**Selected gate families**

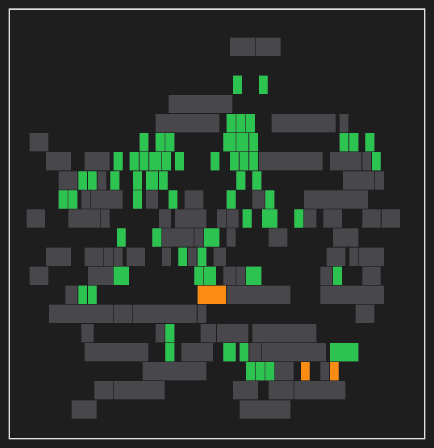
**Cell classes on the final placement**

Scale bar: 20 µm.
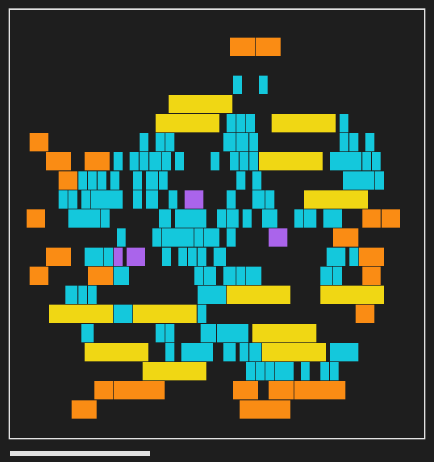
**Register map, names as in the netlist**

Scale bar: 20 µm. Other cells in grey.
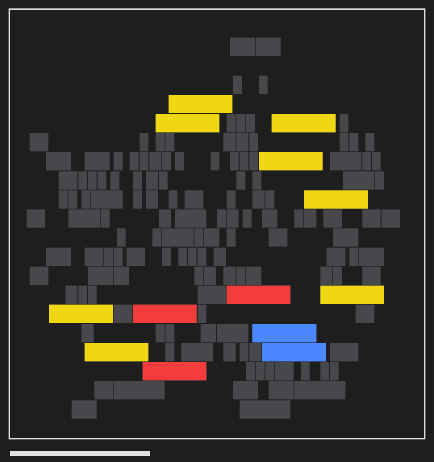
**Routing congestion map**

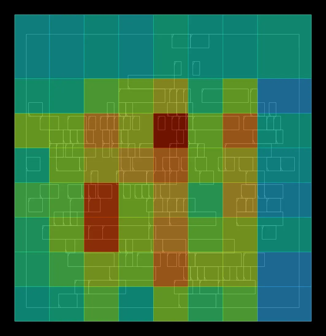
**Signal wires by layer**

Scale bar: 20 µm. Two of the layers only.
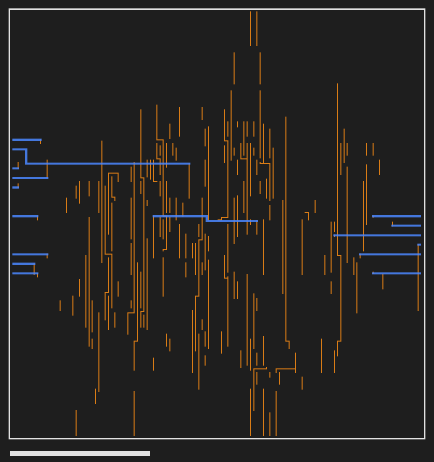
$ cat src/rtl/sort_pkg.sv
// Shared types and sizing helpers for the iterative odd-even transposition sorter.
package sort_pkg;

  typedef enum logic [1:0] {
    IDLE,
    SORT,
    DONE
  } sort_state_t;

  // Width of the phase counter: must hold the value N without wrapping.
  function automatic int phase_cnt_w(input int n);
    return $clog2(n) + 1;
  endfunction

endpackage

$ cat src/rtl/sort_cmp_swap.sv
// Compare-exchange cell for one adjacent pair: a/lo is slot k, b/hi is slot k+1.
module sort_cmp_swap
  import sort_pkg::*;
#(
  parameter int W          = 2,
  parameter int MAX_AT_TOP = 1
) (
  input  logic [W-1:0] a,
  input  logic [W-1:0] b,
  output logic [W-1:0] lo,
  output logic [W-1:0] hi,
  output logic         swapped
);

  // Strict compare only, so equal keys keep their order.
  assign swapped = (MAX_AT_TOP != 0) ? (a > b) : (a < b);
  assign lo      = swapped ? b : a;
  assign hi      = swapped ? a : b;

endmodule

$ cat src/rtl/sort_engine.sv
// Iterative odd-even transposition sorter with valid/ready on both sides.
// Optional early exit on two clean phases is enabled by defining SORT_EARLY_EXIT_EN.
module sort_engine
  import sort_pkg::*;
#(
  parameter int N          = 4,
  parameter int W          = 2,
  parameter int MAX_AT_TOP = 1
) (
  input  logic             clk,
  input  logic             rst_n,
  input  logic             in_valid,
  output logic             in_ready,
  input  logic [N*W-1:0]   in_data,
  output logic             out_valid,
  input  logic             out_ready,
  output logic [N*W-1:0]   out_data,
`ifdef SORT_EARLY_EXIT_EN
  output logic [$clog2(N):0] last_phases,
`endif
  output logic             busy
);

  localparam int CW = phase_cnt_w(N);
  localparam int NE = N / 2;
  localparam int NO = (N - 1) / 2;

  sort_state_t             state_reg, state_next;
  logic [N-1:0][W-1:0]     elem_reg, elem_next;
  logic [CW-1:0]           phase_reg, phase_next;
  logic [N-1:0][W-1:0]     even_res, odd_res;

`ifdef SORT_EARLY_EXIT_EN
  logic [NE:0]             even_sw;
  logic [NO:0]             odd_sw;
  logic                    any_swap;
  logic                    clean_reg, clean_next;
  logic [CW-1:0]           last_reg, last_next;

  assign even_sw[NE]  = 1'b0;
  assign odd_sw[NO]   = 1'b0;
  assign any_swap     = phase_reg[0] ? (|odd_sw) : (|even_sw);
  assign last_phases  = last_reg;
`endif

  // Even phase: pairs (0,1),(2,3)...
  generate
    for (genvar gi = 0; gi < NE; gi++) begin : g_even
      sort_cmp_swap #(.W(W), .MAX_AT_TOP(MAX_AT_TOP)) u_cell (
        .a       (elem_reg[2*gi]),
        .b       (elem_reg[2*gi+1]),
        .lo      (even_res[2*gi]),
        .hi      (even_res[2*gi+1]),
`ifdef SORT_EARLY_EXIT_EN
        .swapped (even_sw[gi])
`else
        .swapped ()
`endif
      );
    end
    if (N % 2 == 1) begin : g_even_tail
      assign even_res[N-1] = elem_reg[N-1];
    end
  endgenerate

  // Odd phase: pairs (1,2),(3,4)...; slot 0 and an unpaired top slot hold.
  generate
    for (genvar gi = 0; gi < NO; gi++) begin : g_odd
      sort_cmp_swap #(.W(W), .MAX_AT_TOP(MAX_AT_TOP)) u_cell (
        .a       (elem_reg[2*gi+1]),
        .b       (elem_reg[2*gi+2]),
        .lo      (odd_res[2*gi+1]),
        .hi      (odd_res[2*gi+2]),
`ifdef SORT_EARLY_EXIT_EN
        .swapped (odd_sw[gi])
`else
        .swapped ()
`endif
      );
    end
    assign odd_res[0] = elem_reg[0];
    if (N % 2 == 0) begin : g_odd_tail
      assign odd_res[N-1] = elem_reg[N-1];
    end
  endgenerate

  always_comb begin
    state_next = state_reg;
    elem_next  = elem_reg;
    phase_next = phase_reg;
`ifdef SORT_EARLY_EXIT_EN
    clean_next = clean_reg;
    last_next  = last_reg;
`endif
    case (state_reg)
      IDLE: begin
        if (in_valid) begin
          elem_next  = in_data;
          phase_next = '0;
          state_next = SORT;
`ifdef SORT_EARLY_EXIT_EN
          clean_next = 1'b0;
`endif
        end
      end
      SORT: begin
        elem_next  = phase_reg[0] ? odd_res : even_res;
        phase_next = phase_reg + 1'b1;
        if (phase_reg == CW'(N - 1)) state_next = DONE;
`ifdef SORT_EARLY_EXIT_EN
        clean_next = ~any_swap;
        // N=2 has an empty odd phase, so one clean even phase already proves order.
        if (!any_swap && (clean_reg || (N == 2))) state_next = DONE;
        if (state_next == DONE) last_next = phase_reg + 1'b1;
`endif
      end
      DONE: begin
        if (out_ready) state_next = IDLE;
      end
      default: state_next = IDLE;
    endcase
  end

  always_ff @(posedge clk or negedge rst_n) begin
    if (!rst_n) begin
      state_reg <= IDLE;
      elem_reg  <= '0;
      phase_reg <= '0;
`ifdef SORT_EARLY_EXIT_EN
      clean_reg <= 1'b0;
      last_reg  <= '0;
`endif
    end else begin
      state_reg <= state_next;
      elem_reg  <= elem_next;
      phase_reg <= phase_next;
`ifdef SORT_EARLY_EXIT_EN
      clean_reg <= clean_next;
      last_reg  <= last_next;
`endif
    end
  end

  assign in_ready  = (state_reg == IDLE);
  assign busy      = (state_reg == SORT);
  assign out_valid = (state_reg == DONE);
  assign out_data  = elem_reg;

endmodule

$ cat config.mk
export PLATFORM = sky130hd
export DESIGN_NAME = sort_engine
export DESIGN_NICKNAME = d
export VERILOG_FILES = /design/src/rtl/sort_pkg.sv /design/src/rtl/sort_cmp_swap.sv /design/src/rtl/sort_engine.sv
export SDC_FILE = /design/constraint.sdc
export NUM_CORES = 1
export LEC_CHECK = 0
export ABC_AREA = 1
export ABC_CLOCK_PERIOD_IN_PS = 1800
export CAP_MARGIN = 20
export CORE_AREA = 2 2 57 59
export CTS_CLUSTER_DIAMETER = 30
export DETAILED_ROUTE_END_ITERATION = 8
export DIE_AREA = 0 0 59 61
export PLACE_DENSITY = 0.52
export SYNTH_ARGS = -nofsm -noshare
export SYNTH_HDL_FRONTEND = slang
export SYNTH_SLANG_ARGS = --single-unit
export TNS_END_PERCENT = 30
$ cat constraint.sdc
create_clock -name clk -period 1.8 [get_ports clk]
set_input_delay 0.36 -clock clk [delete_from_list [all_inputs] [get_ports clk]]
set_output_delay 0.36 -clock clk [all_outputs]
set_load 0.05 [all_outputs]
==> flow_summary_export.csv <==
group,metric,value,unit
clocking,clk_path_buf_depth,2,
layout,fillers,313,
setup_path,slowest_delay,0.39,ns
grt,antenna_found_initial,0,
run,cap_violations,0,
clocking,clkTransAtPathRegs,0.08,ns
clocking,cts_tree,"yes",
final_timing,fin_hold_ws,0.3741,ns
final_timing,fmax,0.6133,GHz
layout,lay_top_cells,"51 x nand2_1, 13 x inv_1, 13 x dfrtp_1, 11 x clkdlybuf4s50_1, 9 x buf_4",
layout,final_nets,168,
final_timing,slew_headroom,78.95,%
placement,dp_cells,176,
logic_synthesis,mux_area_share,0,%
logic_synthesis,ys_chip_area,869.6,µm²
floorplanning,die_h,61,µm
route,drcViolationCount,0,
final_timing,clock_skew,0.006025,ns
setup_path,cp_num_buf_inv,3,
setup_path,r2r_cells,9,
logic_synthesis,synthAdderAreaFrac,11.51,%
setup_path,r2r-end,"out_data[3]$_DFFE_PN0P_",
setup_path,crit_path_start,"state_reg[1]$_DFFE_PN0P_",
placement,placed_cell_area,1144,µm²
clocking,cts_max_level,1,
setup_path,crit_family,"buffers and inverters",
setup_path,crit_chain,"inv_2 -> nand2_4 -> inv_2 -> buf_12",
floorplanning,fp_util,29.45,%
layout,logic_area,475.5,µm²
clocking,cts_buffers,3,
logic_synthesis,ys_types,16,
placement,gp_congestion,0.8084,
layout,largest_reg_flops,8,
logic_synthesis,synth-edff-count,0,
floorplanning,die_x,59,µm
layout,final_area,1170,µm²
setup_path,rr_startpoint,"out_data[5]$_DFFE_PN0P_",
clocking,clock-sinks,13,
layout,layout-drive-gt1-share,17.01,%
logic_synthesis,ys_top_cells_by_count,"51 x nand2_1, 13 x dfrtp_1, 13 x inv_1, 8 x ha_1",
run,tool_warnings,26,
floorplanning,io_pins,23,
grt,grt_pass1_wl,3629,µm
final_timing,fin_crit_sh,90.58,%
grt,grt_pass1_vias,845,
grt,grt_util_all_layers,13.50,%
grt,grt_overflow,0,
setup_path,setup.worst_path.start_class,"register",
clocking,cts_resized,0,
clocking,cts_hold_buf,0,
status,status,"completed",
logic_synthesis,ys_ff,13,
hold_path,min_path_type,"input port to asynchronous set/reset pin",
clocking,cts_setup_buffers,0,
final_timing,finalHoldViolCount,0,
layout,diodes,0,
final_timing,slew_violations,0,
final_timing,rsz0062_at_grt,"no",
final_timing,fin_ws,0.1695,ns
route,initialDrtViolationCount,19,
layout,seq_area,325.3,µm²
setup_path,required,1.44,ns
logic_synthesis,ys_async_sr_fraction,100.0,%
logic_synthesis,ys_seq_share,37.41,%
placement,pre_cts_slack,0.2398,ns
logic_synthesis,ys_cells,121,
setup_path,worst_path_most_repeated_cell,"inv_2",
logic_synthesis,synth_cells,121,
setup_path,r2r_setup_slack,0.33,ns
logic_synthesis,yosysTopAreaCellShare,37.41,%
final_timing,setup_viol,0,
grt,met3_usage,4.051,%
logic_synthesis,ys_top_logic_family,"simple AND/OR/NAND/NOR gates",
setup_path,path_depth,4,
route,vias_per_cell,4.583,
logic_synthesis,yosysWarnings,0,
logic_synthesis,synthAoiAreaFrac,11.37,%
grt,grt_busiest_layer,"met2",
logic_synthesis,xor_area_share,0,%
placement,dpl.hpwl,1583,µm
logic_synthesis,netlist_area,869.6,µm²
layout,instances_no_fill,180,
setup_path,cp.arrival,1.27,ns
floorplanning,die_area,3599,µm²
placement,portBuffers,22,
final_timing,tightest_slew,0.3158,ns
floorplanning,core_area,2953,µm²
logic_synthesis,top_cell,"nand2_1",
route,drtPass1Iterations,4,
final_timing,tns,0,ns
setup_path,path_class,"register to primary output",
setup_path,end_kind,"primary output",
grt,grt_use_met1,18.23,%
final_timing,final.min_clock_period,1.631,ns
layout,lay_top_count,"nand2_1",
layout,fin_util,39.62,%
logic_synthesis,synth.cellmix.simpleShare,31.80,%
logic_synthesis,syn_nets,141,
setup_path,path_max_fanout,15,
clocking,worstSkewPairLatency,0.28,ns
layout,syn_to_final_growth,34.53,%
grt,grt_max_degree,16,
clocking,root_buffer,"clkbuf_4",
logic_synthesis,synth_area_per_cell,7.187,µm²
floorplanning,row_count,20,
logic_synthesis,synth_top_cell_by_area,"dfrtp_1",
logic_synthesis,ys.flop_type,"dfrtp_1",
setup_path,cp-endpoint,"busy",
route,antenna_left,0,
## Picture notes: 'selected gate families'
- nor cells: orange (cells 3)
- nand cells: green (cells 62)

## Picture notes: 'cell classes on the final placement'
- remaining buffers and delay cells: orange (cells 23; share of their area 21%)
- sequential cells: yellow (cells 13; share of their area 29%)
- combinational and other logic: cyan (cells 107; share of their area 48%)
- clock drivers and dummy loads: purple (cells 4; share of their area 2.3%)

## Picture notes: 'register map, names as in the netlist'
- phase_reg: red (placed flops 3)
- state_reg: blue (placed flops 2)
- out_data: yellow (placed flops 8)

## Picture notes: 'routing congestion map'
met2 Use GR: 21.27%
Avg WL per Cell: 11.42 µm

## Picture notes: 'signal wires by layer'
- metal 2: orange (wire length 918 µm)
- metal 3: blue (wire length 106 µm)
vias: 825
DRT Wirelength: 2056 µm

-- cell type report --
| cell class | count | share of cell area, % |
|---|---|---|
| Clock buffer | 4 | 2.246 |
| Inverter | 17 | 5.455 |
| Multi-Input combinational cell | 90 | 40.64 |
| Sequential cell | 13 | 27.81 |
| Tap cell | 33 | 3.529 |
| Timing Repair Buffer | 23 | 20.32 |
-- layer usage --
layer	vias up	wire, µm
met1	369	1032
met2	18	918
met5	-	0
met3	0	105
li1	438	-
met4	0	0
